### Gate-type map

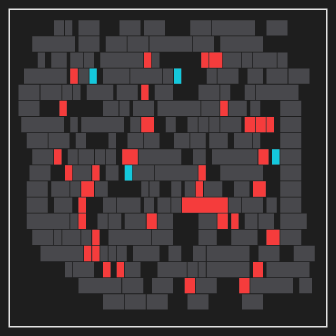
### Register map, names as in the netlist

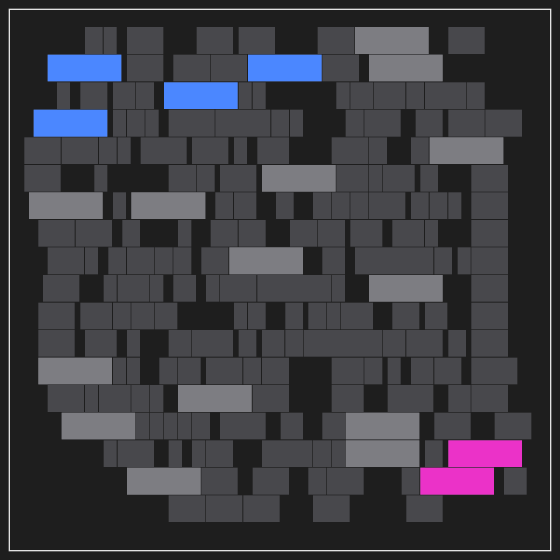
### PDN straps and rails

Pins as bars on the die edge.
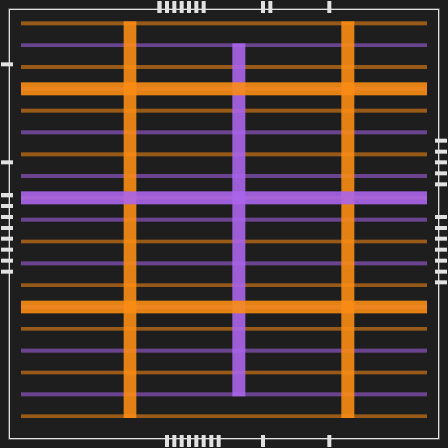
### The metal 1 layer

Supply wires on this layer in gray.
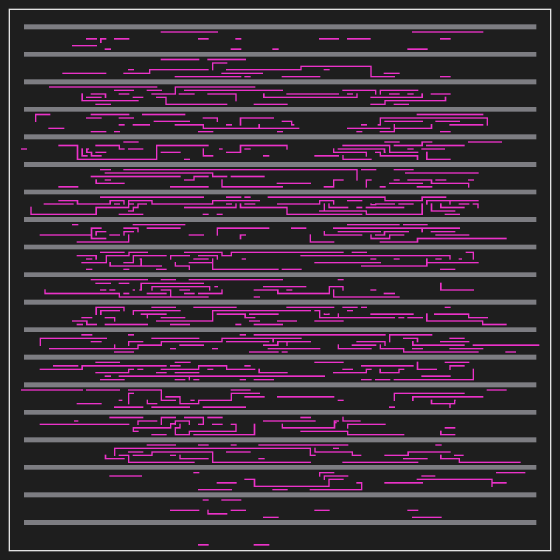
### Clock wiring as the flow saved it

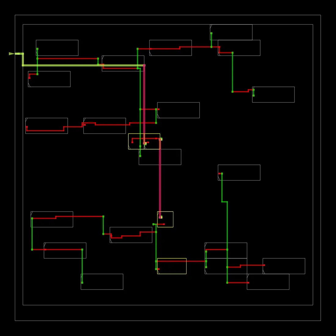
<file path="src/rtl/countdown_timer_mmss.sv">
// MM:SS down-counter built from four BCD digits joined by a borrow chain.
// Has load/start/pause control, and flags expiry when the count reaches 00:00.
module countdown_timer_mmss #(
    parameter int MAX_MIN_T = 5,
    parameter int MAX_SEC_T = 5
) (
    input  logic       clk,
    input  logic       reset,
    input  logic       load,
    input  logic [3:0] set_min_t,
    input  logic [3:0] set_min_u,
    input  logic [3:0] set_sec_t,
    input  logic [3:0] set_sec_u,
    input  logic       start,
    input  logic       pause,
    input  logic       tick,
    output logic [3:0] min_t,
    output logic [3:0] min_u,
    output logic [3:0] sec_t,
    output logic [3:0] sec_u,
    output logic       running,
    output logic       done,
    output logic       expired,
    output logic       load_err
);
    localparam logic [3:0] MMT = 4'(MAX_MIN_T);
    localparam logic [3:0] MST = 4'(MAX_SEC_T);

    typedef enum logic [1:0] {IDLE, RUN, PAUSE, DONE} state_t;

    state_t     state, state_nx;
    logic [3:0] min_t_nx, min_u_nx, sec_t_nx, sec_u_nx;
    logic [3:0] dec_min_t, dec_min_u, dec_sec_t, dec_sec_u;
    logic       borrow0, borrow1, borrow2;
    logic       expired_nx, load_err_nx;
    logic       legal, nonzero, last_sec;

    assign legal    = (set_sec_u <= 4'd9) && (set_min_u <= 4'd9) &&
                      (set_sec_t <= MST) && (set_min_t <= MMT);
    assign nonzero  = |{min_t, min_u, sec_t, sec_u};
    assign last_sec = ({min_t, min_u, sec_t} == 12'd0) && (sec_u == 4'd1);

    // Borrow chain: each digit wraps to its maximum and borrows from the next.
    assign borrow0   = (sec_u == 4'd0);
    assign dec_sec_u = borrow0 ? 4'd9 : sec_u - 4'd1;
    assign borrow1   = borrow0 && (sec_t == 4'd0);
    assign dec_sec_t = borrow0 ? ((sec_t == 4'd0) ? MST : sec_t - 4'd1) : sec_t;
    assign borrow2   = borrow1 && (min_u == 4'd0);
    assign dec_min_u = borrow1 ? ((min_u == 4'd0) ? 4'd9 : min_u - 4'd1) : min_u;
    assign dec_min_t = borrow2 ? min_t - 4'd1 : min_t;

    always_comb begin
        state_nx    = state;
        min_t_nx    = min_t;
        min_u_nx    = min_u;
        sec_t_nx    = sec_t;
        sec_u_nx    = sec_u;
        expired_nx  = 1'b0;
        load_err_nx = 1'b0;
        if (load && state != RUN) begin
            if (legal) begin
                min_t_nx = set_min_t;
                min_u_nx = set_min_u;
                sec_t_nx = set_sec_t;
                sec_u_nx = set_sec_u;
                state_nx = IDLE;
            end else begin
                load_err_nx = 1'b1;
            end
        end else if (pause) begin
            if (state == RUN) state_nx = PAUSE;
        end else if (start) begin
            if ((state == IDLE || state == PAUSE) && nonzero) state_nx = RUN;
        end else if (tick && !load && state == RUN) begin
            // A load strobe during RUN is ignored, but it still swallows the tick.
            min_t_nx = dec_min_t;
            min_u_nx = dec_min_u;
            sec_t_nx = dec_sec_t;
            sec_u_nx = dec_sec_u;
            if (last_sec) begin
                state_nx   = DONE;
                expired_nx = 1'b1;
            end
        end
    end

    always_ff @(posedge clk) begin
        if (!reset) begin
            state    <= IDLE;
            min_t    <= 4'd0;
            min_u    <= 4'd0;
            sec_t    <= 4'd0;
            sec_u    <= 4'd0;
            expired  <= 1'b0;
            load_err <= 1'b0;
        end else begin
            state    <= state_nx;
            min_t    <= min_t_nx;
            min_u    <= min_u_nx;
            sec_t    <= sec_t_nx;
            sec_u    <= sec_u_nx;
            expired  <= expired_nx;
            load_err <= load_err_nx;
        end
    end

    assign running = (state == RUN);
    assign done    = (state == DONE);
endmodule
</file>
<file path="config.mk">
export PLATFORM = sky130hd
export DESIGN_NAME = countdown_timer_mmss
export DESIGN_NICKNAME = d
export VERILOG_FILES = /design/src/rtl/countdown_timer_mmss.sv
export SDC_FILE = /design/constraint.sdc
export NUM_CORES = 1
export LEC_CHECK = 0
export CAP_MARGIN = 40
export CORE_UTILIZATION = 49
export DETAILED_ROUTE_END_ITERATION = 8
export GPL_TIMING_DRIVEN = 0
export HOLD_SLACK_MARGIN = 0.12
export PLACE_DENSITY = 0.84
export SYNTH_ARGS = -nofsm -noshare
export SYNTH_HDL_FRONTEND = slang
export SYNTH_SLANG_ARGS = --single-unit
export TNS_END_PERCENT = 20
</file>
<file path="constraint.sdc">
create_clock -name clk -period 2.6 [get_ports clk]
set_input_delay 0.52 -clock clk [delete_from_list [all_inputs] [get_ports clk]]
set_output_delay 0.52 -clock clk [all_outputs]
set_load 0.005 [all_outputs]
</file>
==> impl_report.txt <==
FLOW METRICS REPORT
----------------------------------------------------
[Run status]
  Result of the run ........................ finished, final reports clean

[Hold path]
  Worst hold stages ........................ 2
  Start point of the worst hold path ........................ state[1]
  Hold crit path type ........................ reg -> reg
  Destination of the worst hold path ........................ state[1]

[Clock tree]
  Number of clock sinks ........................ 20
  Quantity of gates resized following cts ........................ 0
  Hold buffer count at CTS ........................ 0
  Clock root buffer ........................ sky130_fd_sc_hd__clkbuf_4
  Clock input transition at the sequential cells of the worst setup and hold paths ........................ between 0.1 and 0.15 ns
  H-tree depth ........................ 1
  Buffer levels on the longest clock path ........................ 2
  Clock network latency to the later pin of the worst-skew pair ........................ around 0.30 ns
  TritonCTS clock tree ........................ built
  Number of buffers added for setup after CTS ........................ 0

[Placement]
  # port buffers ........................ 40
  Global placement routability congestion ........................ a little over 0.8
  Pre-CTS setup slack ........................ approximately 0.038 ns
  Cell area after placement ........................ between 0.0015 and 0.002 mm^2
  Hpwl dp ........................ ~2.7 mm

[Logic synthesis]
  Mean instance size in the synthesized netlist ........................ 8.17 um^2
  Total standard cell area after synthesis ........................ between 0.001 and 0.0015 mm^2
  Post-synthesis net count ........................ roughly 180
  Fraction of the yosys area taken by sequential cells ........................ a little under a third
  Top cells by area ........................ sky130_fd_sc_hd__dfxtp_1, sky130_fd_sc_hd__a21oi_1, sky130_fd_sc_hd__nand2_1
  Cells after synthesis ........................ 158
  Count of library flops with an enable pin ........................ 0
  Yosys cell count ........................ around 160
  Adder Share, Synth ........................ 1.94%
  Yosys simple share ........................ a little under a third
  Distinct cells, synth ........................ ~50
  Largest type area fraction ........................ between 30 and 40%
  Prevailing post-synth register cell ........................ sky130_fd_sc_hd__dfxtp_1
  Dominant comb cell ........................ simple AND/OR/NAND/NOR gates
  Cell taking the most area after synthesis ........................ sky130_fd_sc_hd__dfxtp_1
  Commonest cells post-synth ........................ sky130_fd_sc_hd__dfxtp_1, sky130_fd_sc_hd__nand2_1, sky130_fd_sc_hd__a21oi_1, sky130_fd_sc_hd__nor2_1
  Area fraction in compound gates after synthesis ........................ between 20% and 30%
  Proportion of synthesized flip-flops having asynchronous set or reset ........................ 0%
  Area reported by Yosys stat ........................ roughly 0.0013 mm^2
  YS warnings ........................ 0

[Setup path]
  Cell count along the critical path ........................ 6
  Highest cell delay on the worst timing path ........................ between 0.4 and 0.5 ns
  Cell at the slowest stage of the critical path ........................ sky130_fd_sc_hd__o21ai_1
  Cell count of the worst reg-to-reg path ........................ 7
  Setup crit end kind ........................ register
  Largest driver fanout on the critical path ........................ 7
  Arrival time reported for the critical path endpoint ........................ 2.48 ns
  Worst reg2reg path startpoint ........................ min_t[0]
  R2r endpoint ........................ state[0]
  Ordered list of cells on the worst path ........................ clkdlybuf4s50_1 > a211oi_1 > nand4_1 > o21ai_1 > a21oi_1 > a31o_2
  Crit-path leading delay family ........................ AND-OR/OR-AND gates
  CP Launch Type ........................ input pin
  Reg-to-reg setup timing slack ........................ about 0.69 ns
  Critical Path Source ........................ set_min_t[3]

[Power]
  LEAKAGE ........................ 0.000637 uW
  Share of total power consumed by net switching ........................ 27.0%
  Psw ........................ ~170 uW
  Power group with the largest share ........................ sequential cells
  Comb. pwr ........................ about 130 uW
  Power Clock ........................ 189 uW
  P_seq ........................ around 320 uW
  Sequential group share of total power ........................ 50.2%
  Pwr Density ........................ around 360 mW/mm^2
  Int Power ........................ between 400 and 500 uW
  Total power after layout ........................ 633 uW

[Detailed routing]
  Post-route met1 wirelength ........................ between 1.5 and 2 mm
  Post-detailed-route wirelength per cell ........................ roughly 15 um
  1st-pass router iterations ........................ 5
  Vias/cell ........................ roughly 6.2
  DRC violation count after routing ........................ 0
  Highest metal used ........................ met4
  Routed length on met2 ........................ about 1.7 mm
  DRT iter0 DRCs ........................ approximately 52
  WL met3 ........................ about 270 um
  Final antenna-violating net count ........................ 0

[STA]
  Slew @ Worst Pin ........................ 0.592 ns
  Final total negative setup slack ........................ 0 ns
  RSZ-0062 raised after global routing ........................ false
  Final hold violation count ........................ 0
  Smallest setup slack after layout ........................ 0.332 ns
  Part of the cycle the worst path needs ........................ around 87%
  Minimum clock period after layout ........................ between 2 and 2.5 ns
  Remaining max-slew budget at the tightest pin ........................ between 60% and 70%
  Achievable frequency ........................ 441 MHz
  Endpoints failing setup ........................ 0
  Worst Hold Slack ........................ between 0.5 and 0.6 ns

[Floorplanning]
  Die Area ........................ about 0.0028 mm^2
  Number of top-level pins ........................ 42
  Init Core Util ........................ between 50 and 60%
  Number of well taps ........................ 30
  Std cell rows ........................ 18

[Layout]
  Share of layout cells above drive strength 1 ........................ between 10% and 20%
  Leading cell types in the layout, fill and taps excluded ........................ sky130_fd_sc_hd__clkdlybuf4s50_1, sky130_fd_sc_hd__nand2_1, sky130_fd_sc_hd__dfxtp_1
  Non-clk bufs ........................ around 49
  Diode insertion count for antenna repair ........................ 0
  Final standard cell area without fillers ........................ 0.00177 mm^2
  Multi-input gate area in the final layout ........................ roughly 830 um^2
  Clock buf/inv share ........................ ~2.1%
  Post-layout net count ........................ approximately 230
  Dominant class by area ........................ logic gates
  Area overhead of the layout relative to synthesis ........................ 36.7%
  Number of fillers in the final layout ........................ roughly 210
  #MultiIn Comb ........................ roughly 130

[Global route]
  Largest net degree at the start of global routing ........................ 12
  Total global routing overflow ........................ 0
  First-pass GRT wire length ........................ 5.58 mm
  Number of global-route vias before repair ........................ ~1300
  Met3 usage ........................ under 10%
  Initial antenna violation count ........................ 0
  Met2 Use GR ........................ roughly 44%
  GRT Max-Usage Layer ........................ met2

[Run]
  Max-capacitance violation count ........................ 0
  Tally of OpenROAD warnings ........................ 27

----------------------------------------------------
Notes on 'Gate-type map' above:
color	family	cells
cyan	inverters	4
red	NAND gates	35
non-filler cells in the finished layout: 232
most frequently placed logic cell in the final layout: sky130_fd_sc_hd__clkdlybuf4s50_1
proportion of cell area occupied by multi-input gates: 47.1%

Notes on 'Register map, names as in the netlist' above:
color	signal	flops
magenta	`state`	2
blue	`min_t`	4
storage element area: 400 um^2
fraction of area in registers: 22.7%
Final Core Density: 71.3%

Notes on 'PDN straps and rails' above:
color	net
orange	VSS
purple	VDD
met5 straps	3
met1 rails	19
signal pins	42
rows	18
met4 straps	3
chip height: 53.3 um
core area: 0.00248 mm^2
Die W: 53.3 um
Peak supply drop: 0.341 mV

Notes on 'The metal 1 layer' above:
longest straight run	23.0 um
wire length on this layer	1520 um
met1 layer usage reported by global route: 35.2%
Total Wirelength: 3.57 mm
via count: 1427

Notes on 'Clock wiring as the flow saved it' above:
count of sequential standard cells: 20
Setup Skew: 0.00334 ns
total clock buffers created by CTS: 3

Power figures rest on the tool's default switching activity, not on a simulated workload.
